==> config.mk <==
export PLATFORM = sky130hd
export DESIGN_NAME = stage_fetch_queue
export DESIGN_NICKNAME = d
export VERILOG_FILES = /design/src/rtl/stage_fetch_queue.sv
export SDC_FILE = /design/constraint.sdc
export NUM_CORES = 1
export LEC_CHECK = 0
export ABC_AREA = 1
export CORE_AREA = 2 2 243 245
export DETAILED_ROUTE_END_ITERATION = 16
export DIE_AREA = 0 0 245 247
export SLEW_MARGIN = 20
export SYNTH_ARGS = -nofsm -noshare
export SYNTH_HDL_FRONTEND = slang
export SYNTH_SLANG_ARGS = --single-unit
==> constraint.sdc <==
create_clock -name clk -period 4.3 [get_ports clk]
set_input_delay 0.86 -clock clk [delete_from_list [all_inputs] [get_ports clk]]
set_output_delay 0.86 -clock clk [all_outputs]
set_load 0.02 [all_outputs]
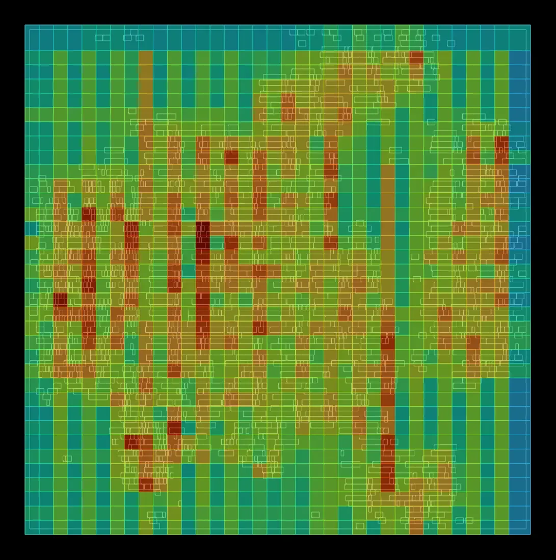
**Above:** routing congestion map.
M2 GR Usage: 22.8%
global routing usage summed across all routing layers: 13.8%
most used routing layer: met2

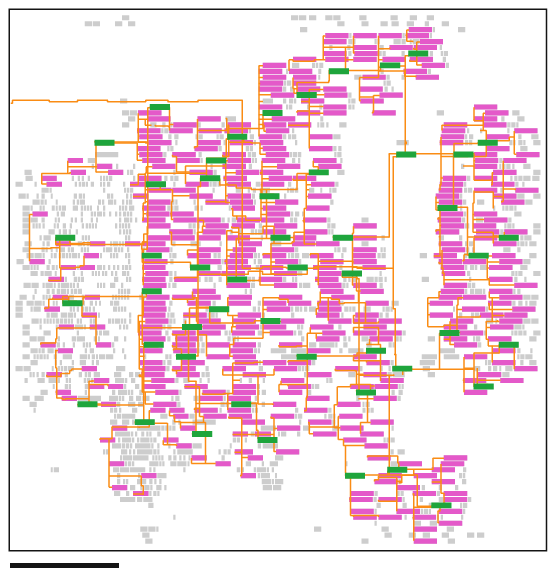
**Above:** clock wires, drivers and flops.
Bar = 50 µm.
[magenta] flip-flops | count: 437
[green] clock drivers | count: 49
[orange] clock wires | length: 5,150 µm
routed clock nets	50
clock group power: 4.10 mW
Worst Clk Skew: 0.0218 ns
worst skew pair latency: 0.59 ns
share of total power in the clock network: 36.6%

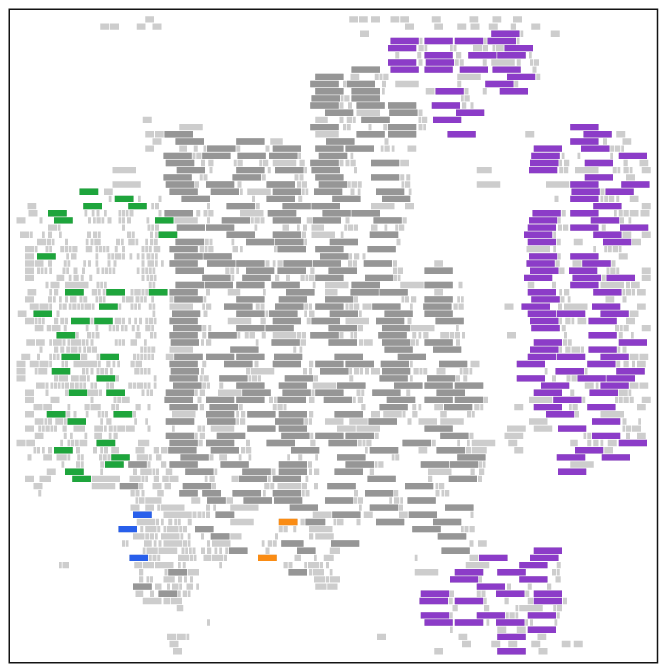
**Above:** sequential cells grouped by signal name.
colour	netlist name	placed flops
blue	`r_live`	3
purple	`r_q_insn`	128
orange	`r_rd_ptr`	2
green	`req_addr`	32
not coloured	272
area occupied by registers: 12,600 µm²
flip-flop and latch power: 5.20 mW
sequential share of cell area: 57.2%

==> ds_physical_params.txt <==
Physical implementation characteristics

Parameter                              Value

Clock tree
  H-tree Lvls    2
  Longest Clk Path Bufs    3
  Clock sink total    437
  Inserted Clock Buffers    49
  Root buffer cell    sky130_fd_sc_hd__clkbuf_16
  Clock tree from TritonCTS    built
  Clock transition time at the flip-flop clock pins of the worst setup and hold paths    0.06 ns

Place
  Area post-placement    20,400 µm²
  RePlAce Congestion    0.797
  Post-Place Cells    2,393

Layout
  Final design utilization    37.8%
  Final Instance Area    22,000 µm²
  Final #Nets    1,768
  Post-layout instance count excluding filler cells    2,484
  Number of inserted filler cells in the final layout    5,529
  Fraction of final layout cells with drive strength greater than 1    7.71%

Global route
  Global-route wire length before repair    64,300 µm
  GR Util met3    2.55%
  Sum of overflow across all layers after global routing    0
  Fraction of met1 tracks used by global routing    18.0%
  Number of antenna violations at the first check in global routing    0
  Largest net degree at the start of global routing    129

Drt
  DRC viols    0
  Routed wire per std cell    17.0 µm
  Via count    11.8k
  Total wire length    42,200 µm
  Routed Antenna Nets    0

Yosys
  Synthesis Warnings    0
  Post-Syn Instances    1,507
  Dominant cell area share    65.0%
  Leading cell types by total area after synthesis    sky130_fd_sc_hd__edfxtp_1, sky130_fd_sc_hd__nor2_1, sky130_fd_sc_hd__o21ai_0
  Aoi/oai-family share of the synthesized area    10.9%
  Count of state elements after synthesis    437
  Nets in the synthesized netlist    1,604
  Sequential-to-total area share from yosys stat    71.0%
  Post-synthesis cell type with the largest combined area    sky130_fd_sc_hd__edfxtp_1
  Most numerous cell in the Yosys netlist    sky130_fd_sc_hd__edfxtp_1
  Top logic family    simple AND/OR/NAND/NOR gates
  Syn avg cell area    11.8 µm²
  Multiplexer share    0%
  Asr flop ratio synth    0%
  Arithmetic-cell share of the synthesized area counting full adders, half adders and majority gates    2.20%

Final timing
  Max Transition Viols Final    0
  Fmax    271 MHz
  Final clock period utilization by the worst path    85.9%
  Setup TNS    0 ns
  Final Hold Vio Count    0
  Slew @ Worst Pin    0.981 ns
  Final setup viols    0
  Post-Route Hold Slack    0.466 ns
  Slew HR    34.5%
  RSZ-0062 raised after global routing    false

Floorplanning
  Core Rows    89
  Die boundary height    247 µm
  Pre-Place Util    30.5%
  Chip Width    245 µm
  Chip Area    60,500 µm²

Critical path
  Buffers and inverters on the worst path    4
  Data required time at the worst endpoint    3.44 ns
  Critical Path Start Type    flop
  Worst setup path class    reg2out
  Depth of the worst register-to-register path    15
  Maximum fanout along the worst path    4
  Most used cell, CP    sky130_fd_sc_hd__inv_1
  Delay contributed by the slowest stage of the critical path    0.45 ns
  Critical path depth in cells    10
  Kind of cell adding the most delay to the critical path    adder cells

Hold path
  Type of the most critical hold path    reg2reg
  Number of instances on the worst hold path    2

Pwr
  Pwr per Cell Area    509 nW/µm²
  Largest voltage drop on the vdd net    0.000296 V
  Static leakage    7.42 nW
  PnR Total Power    11.2 mW

Run status
  Status    finished clean
where the power goes:
group          internal (mW)  total, mW  switching, mW
logic                  0.709       1.90           1.19
registers               5.06       5.20          0.147
clock network           2.43       4.10           1.67
total                   8.20       11.2           3.01
final cells by class:
type                            count  area (µm²)  area share, %
Inverter                           69         260           1.18
Timing Repair Buffer              189        1970           8.95
Sequential cell                   437       12600           57.2
Multi-Input combinational cell    925        4610           20.9
Clock inverter                     32         305           1.39
Tap cell                          773         967           4.39
Clock buffer                       59        1310           5.96
placed cells by master (no fill, tap or decap), types with 7 or more instances in the layout:
| cell | count |
|---|---|
| sky130_fd_sc_hd__a21oi_1 | 37 |
| sky130_fd_sc_hd__buf_12 | 11 |
| sky130_fd_sc_hd__buf_4 | 11 |
| sky130_fd_sc_hd__clkbuf_16 | 49 |
| sky130_fd_sc_hd__clkdlybuf4s50_1 | 165 |
| sky130_fd_sc_hd__clkinv_1 | 9 |
| sky130_fd_sc_hd__clkinv_2 | 10 |
| sky130_fd_sc_hd__dfxtp_1 | 51 |
| sky130_fd_sc_hd__edfxtp_1 | 384 |
| sky130_fd_sc_hd__fa_1 | 7 |
| sky130_fd_sc_hd__ha_1 | 20 |
| sky130_fd_sc_hd__inv_1 | 61 |
| sky130_fd_sc_hd__nand2_1 | 181 |
| sky130_fd_sc_hd__nand3_1 | 26 |
| sky130_fd_sc_hd__nand3b_1 | 10 |
| sky130_fd_sc_hd__nor2_1 | 282 |
| sky130_fd_sc_hd__nor2_2 | 9 |
| sky130_fd_sc_hd__o21ai_0 | 215 |
| sky130_fd_sc_hd__o22ai_1 | 96 |
| sky130_fd_sc_hd__xnor2_1 | 8 |
routing by layer:
metal  wire length [µm]  share of wire, %
met1              18300                43
met2              19900                47
met3               2710               6.4
met4               1270               3.0
met5                  0                 0
Power is estimated from default activity; no workload was simulated.
